File: config.mk
export PLATFORM = sky130hd
export DESIGN_NAME = mux_tree_pipe
export DESIGN_NICKNAME = d
export VERILOG_FILES = /design/src/rtl/mux_tree_pipe.sv
export SDC_FILE = /design/constraint.sdc
export NUM_CORES = 1
export LEC_CHECK = 0
export ABC_AREA = 1
export CORE_UTILIZATION = 49
export DETAILED_ROUTE_END_ITERATION = 16
export PLACE_DENSITY = 0.82
export SLEW_MARGIN = 40
export SYNTH_ARGS = -nofsm -noshare
export SYNTH_HDL_FRONTEND = slang
export SYNTH_SLANG_ARGS = --single-unit
File: constraint.sdc
create_clock -name clk -period 1.8 [get_ports clk]
set_input_delay 0.36 -clock clk [delete_from_list [all_inputs] [get_ports clk]]
set_output_delay 0.36 -clock clk [all_outputs]
set_load 0.02 [all_outputs]
File: src/rtl/mux_tree_pipe.sv
// Pipelined N:1 mux tree: one register level per binary tree level, with the
// valid bit and full channel tag carried alongside each sample.
module mux_tree_pipe #(
  parameter  int WIDTH  = 8,
  parameter  int NUM_IN = 4,
  localparam int SEL_W  = $clog2(NUM_IN),
  localparam int LEVELS = $clog2(NUM_IN)
) (
  input  logic                    clk,
  input  logic                    rst_n,
  input  logic                    en,
  input  logic [NUM_IN*WIDTH-1:0] in_data,
  input  logic                    in_valid,
  input  logic                    mode,
  input  logic [SEL_W-1:0]        sel,
  output logic [WIDTH-1:0]        out_data,
  output logic                    out_valid,
  output logic [SEL_W-1:0]        out_sel
);

  logic [SEL_W-1:0]             r_scan_cnt;
  logic [SEL_W-1:0]             w_eff_sel;
  logic [LEVELS-1:0]            r_vld_pipe;
  logic [LEVELS-1:0][SEL_W-1:0] r_tag_pipe;

  assign w_eff_sel = mode ? r_scan_cnt : sel;

  // Counter only advances on accepted scan samples, so bubbles and
  // direct-mode traffic leave the scan position untouched.
  always_ff @(posedge clk) begin
    if (!rst_n) begin
      r_scan_cnt <= '0;
    end else if (en && in_valid && mode) begin
      r_scan_cnt <= r_scan_cnt + SEL_W'(1);
    end
  end

  always_ff @(posedge clk) begin
    if (!rst_n) begin
      r_vld_pipe <= '0;
      r_tag_pipe <= '0;
    end else if (en) begin
      r_vld_pipe[0] <= in_valid;
      r_tag_pipe[0] <= w_eff_sel;
      for (int i = 1; i < LEVELS; i++) begin
        r_vld_pipe[i] <= r_vld_pipe[i-1];
        r_tag_pipe[i] <= r_tag_pipe[i-1];
      end
    end
  end

  for (genvar k = 0; k < LEVELS; k++) begin : g_lvl
    localparam int N = NUM_IN >> (k + 1);
    logic [2*N-1:0][WIDTH-1:0] w_src;
    logic                      w_bit;
    logic [N-1:0][WIDTH-1:0]   r_d;

    // Level k consumes select bit k of the tag captured with its own sample.
    if (k == 0) begin : g_head
      assign w_src = in_data;
      assign w_bit = w_eff_sel[0];
    end else begin : g_body
      assign w_src = g_lvl[k-1].r_d;
      assign w_bit = r_tag_pipe[k-1][k];
    end

    always_ff @(posedge clk) begin
      if (!rst_n) begin
        r_d <= '0;
      end else if (en) begin
        for (int j = 0; j < N; j++) begin
          r_d[j] <= w_bit ? w_src[2*j+1] : w_src[2*j];
        end
      end
    end
  end

  assign out_data  = g_lvl[LEVELS-1].r_d[0];
  assign out_valid = r_vld_pipe[LEVELS-1];
  assign out_sel   = r_tag_pipe[LEVELS-1];

endmodule

Congestion heat map:
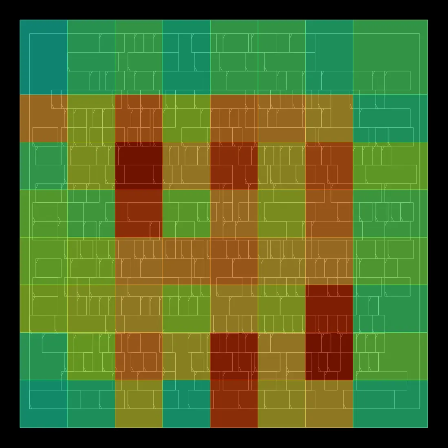
met1 global-route usage: 29.32%
DR WL/cell: 11.67 um
Top Usage Layer GRT: met2
met2 Usage GRT: 43.34%

Clock wires, drivers and flops:
(6 px per um)
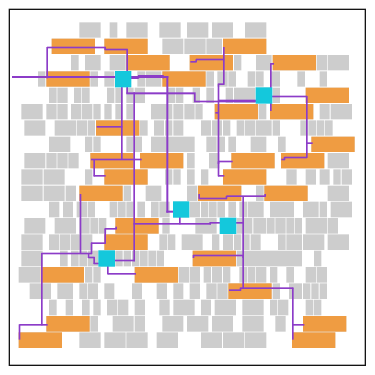
- cells driving clock nets: cyan (count 5)
- flip-flops: orange (count 32)
- clock wires: purple (length 383 um)
- routed clock nets: 6
clock power share: 32.0%
clk latency late pin: 0.33 ns

M3 wires:
(4 px per um) Cells faint in the background.
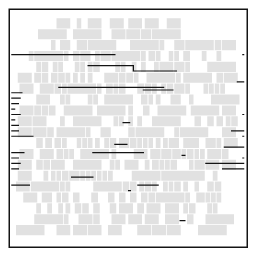
- main direction: horizontal
- longest straight run: 26.2 um
- share of all routed wire: 4.4%
- nets with wire on the layer: 29

==> impl_metrics.env <==
# physical design summary
export IMPL_critical_path_arrival_ns=1.29
export IMPL_rsz0062_at_grt="no"
export IMPL_slew_headroom_pct=69.60
export IMPL_avgSynthCellArea_sq_um=6.742
export IMPL_crit_type="reg -> out"
export IMPL_holdBufCountCts=0
export IMPL_max_stage_delay_ns=0.61
export IMPL_period_used_pct=91.70
export IMPL_nets=320
export IMPL_drv_slew=0
export IMPL_crit_chain="clkdlybuf4s50_1"
export IMPL_tightestPinTransition_ns=0.4560
export IMPL_diodes=0
export IMPL_timing_final_ws_setup_ns=0.1495
export IMPL_ant_nets=0
export IMPL_overflow=0
export IMPL_fp_util_pct=51.91
export IMPL_peakVddDrop_uv=561.1
export IMPL_grt_pass1_vias=1460
export IMPL_p_leak_nw=1.053
export IMPL_fin_worst_skew_ns=0.006655
export IMPL_layout_top_cells="nand3_1 (56), clkdlybuf4s50_1 (48), nand2_1 (39), nor2_1 (39), dfxtp_1 (32)"
export IMPL_synth_top_area_share_pct=40.09
export IMPL_htreeDepth=2
export IMPL_grt_pass1_wl_um=6458
export IMPL_die_height_um=59.11
export IMPL_cts_made_buffers=5
export IMPL_dp_cells=318
export IMPL_cts_tree="built"
export IMPL_cts_buffer_depth=2
export IMPL_path_clk_slew_ns=0.10
export IMPL_yosys_stat_seqShare_pct=40.09
export IMPL_start_kind="register"
export IMPL_drc=0
export IMPL_fin_util_pct=70.08
export IMPL_detail_route_iter0_violations=66
export IMPL_post_cts_buffers=0
export IMPL_grt_max_degree=35
export IMPL_yosysWarnings=0
export IMPL_layout_top_cell="nand3_1"
export IMPL_fmax_ghz=0.6059
export IMPL_die_w_um=59.11
export IMPL_rows=20
export IMPL_worstPathMaxFanout=2
export IMPL_netlist_area_sq_mm=0.001598
export IMPL_io_buffers=49
export IMPL_largest_area_cell="dfxtp_1"
export IMPL_grt_antenna_before_repair=0
export IMPL_cts_sinks=32
export IMPL_min_from="en"
export IMPL_pin_count=50
export IMPL_place_gp_congestion=0.7889
export IMPL_coreArea_sq_mm=0.003078
export IMPL_status="completed"
export IMPL_ys_cells=237
export IMPL_slowest_stage="clkdlybuf4s50_1"
export IMPL_firstDrtPassIters=4
export IMPL_synth_ff_latch_count=32
export IMPL_crit_start="out_data[2]"
export IMPL_drv_cap=0
export IMPL_drive_above_1_share_pct=7.092
export IMPL_worst_path_buf_inv=1
export IMPL_path_delay_family="buffers and inverters"
export IMPL_worstReg2RegStart="g_lvl[1].w_bit"
export IMPL_cts_root_buf="clkbuf_4"
export IMPL_dp_slack_ns=0.1208
export IMPL_ys_area_sq_mm=0.001598
export IMPL_required_ns=1.44
Signal wires by layer:
(4 px per um)
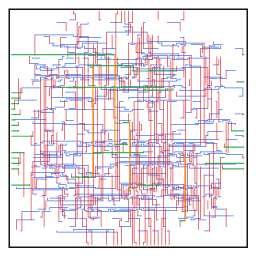
- met4: orange (wire length 83.6 um)
- met2: red (wire length 1,880 um)
- met1: blue (wire length 1,670 um)
- met3: green (wire length 168 um)
Routed WL: 3803 um
aggregate global-route resource usage: 25.08%
Via Count: 1,647

Sequential cells coloured by netlist name:
(4 px per um) Other sequential cells in the stronger grey, the rest of the logic in the fainter grey.
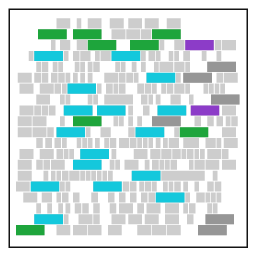
- out_data: green (placed flops 8)
- g_lvl.r_d: cyan (placed flops 16)
- out_sel: purple (placed flops 2)
- not coloured: 6

==> worst paths after layout <==
kind	depth (start not counted)	end	slack [ns]
setup / recovery	1	out_data[2]	0.15
hold / removal	2	out_sel[1]	0.48
setup reg to reg	5	out_data[1]	0.68
hold reg to reg	2	r_vld_pipe[0]	0.48
==> layout make-up <==
cell class | instances | area, sq um
clock inverter | 2 | 35.03
timing repair buffer | 53 | 528.0
tap | 44 | 55.05
fill | 280 | 920.9
multi-input combinational | 157 | 737.0
clock buffer | 6 | 41.29
sequential | 32 | 640.6
inverter | 32 | 120.1
==> cell families after synthesis <==
kind of cell / synth area share, %
buffers and inverters: 13.78
AND-OR/OR-AND: 6.891
AND/OR/NAND/NOR: 39.23
flip-flops: 40.09
==> stage by stage <==
| step | power [W] | hold slack [ns] | area [sq um] |
|---|---|---|---|
| floorplan | 0.001001 | 0.4396 | 1598 |
| global route | 0.001767 | 0.4952 | 2157 |
| CTS | 0.001684 | 0.4658 | 2157 |
| detailed placement | 0.001152 | 0.4661 | 2081 |
| finish | 0.001673 | 0.4773 | 2157 |
| global placement | 0.001146 | 0.4527 | 2081 |
==> report_power, final <==
group	switching, W	internal [W]	total (W)
sequential	0.0000249	0.000759	0.000784
combinational	0.000177	0.000177	0.000354
clock	0.000245	0.000291	0.000536
==> routing by layer <==
metal / vias up / track usage (%) / routed length [um] / share of wire (%)
met2: 40 / 43.34 / 1879 / 49
li1: 844 / - / - / -
met3: 9 / 7.205 / 168 / 4.4
met5: - / 0 / 0 / 0
met1: 754 / 29.32 / 1672 / 44
met4: 0 / 9.524 / 83 / 2.2
==> worst reg2reg max path, cell delays in order (launching register included) <==
cell,delay [ns]
dfxtp_1,0.35
clkinv_1,0.26
nand2_1,0.17
nand3_1,0.08
o211ai_1,0.11
inv_1,0.06
==> registers in the layout (all words and copies together), names as in the netlist <==
| signal | count |
|---|---|
| out_sel | 2 |
| out_data | 8 |
| g_lvl.r_d | 16 |
| r_vld_pipe | 2 |
| g_lvl.w_bit | 1 |
| r_scan_cnt | 2 |
| r_tag_pipe | 1 |
==> synthesized netlist by cell type <==
master,n
a21oi_1,3
buf_2,7
buf_4,6
buf_6,1
clkbuf_1,1
clkbuf_2,1
clkinv_1,1
dfxtp_1,32
inv_1,29
inv_2,2
nand2_1,39
nand2_2,2
nand2_4,1
nand3_1,56
nand3_2,3
nor2_1,39
o211ai_1,10
o21ai_0,4
Power is estimated from default activity; no workload was simulated.
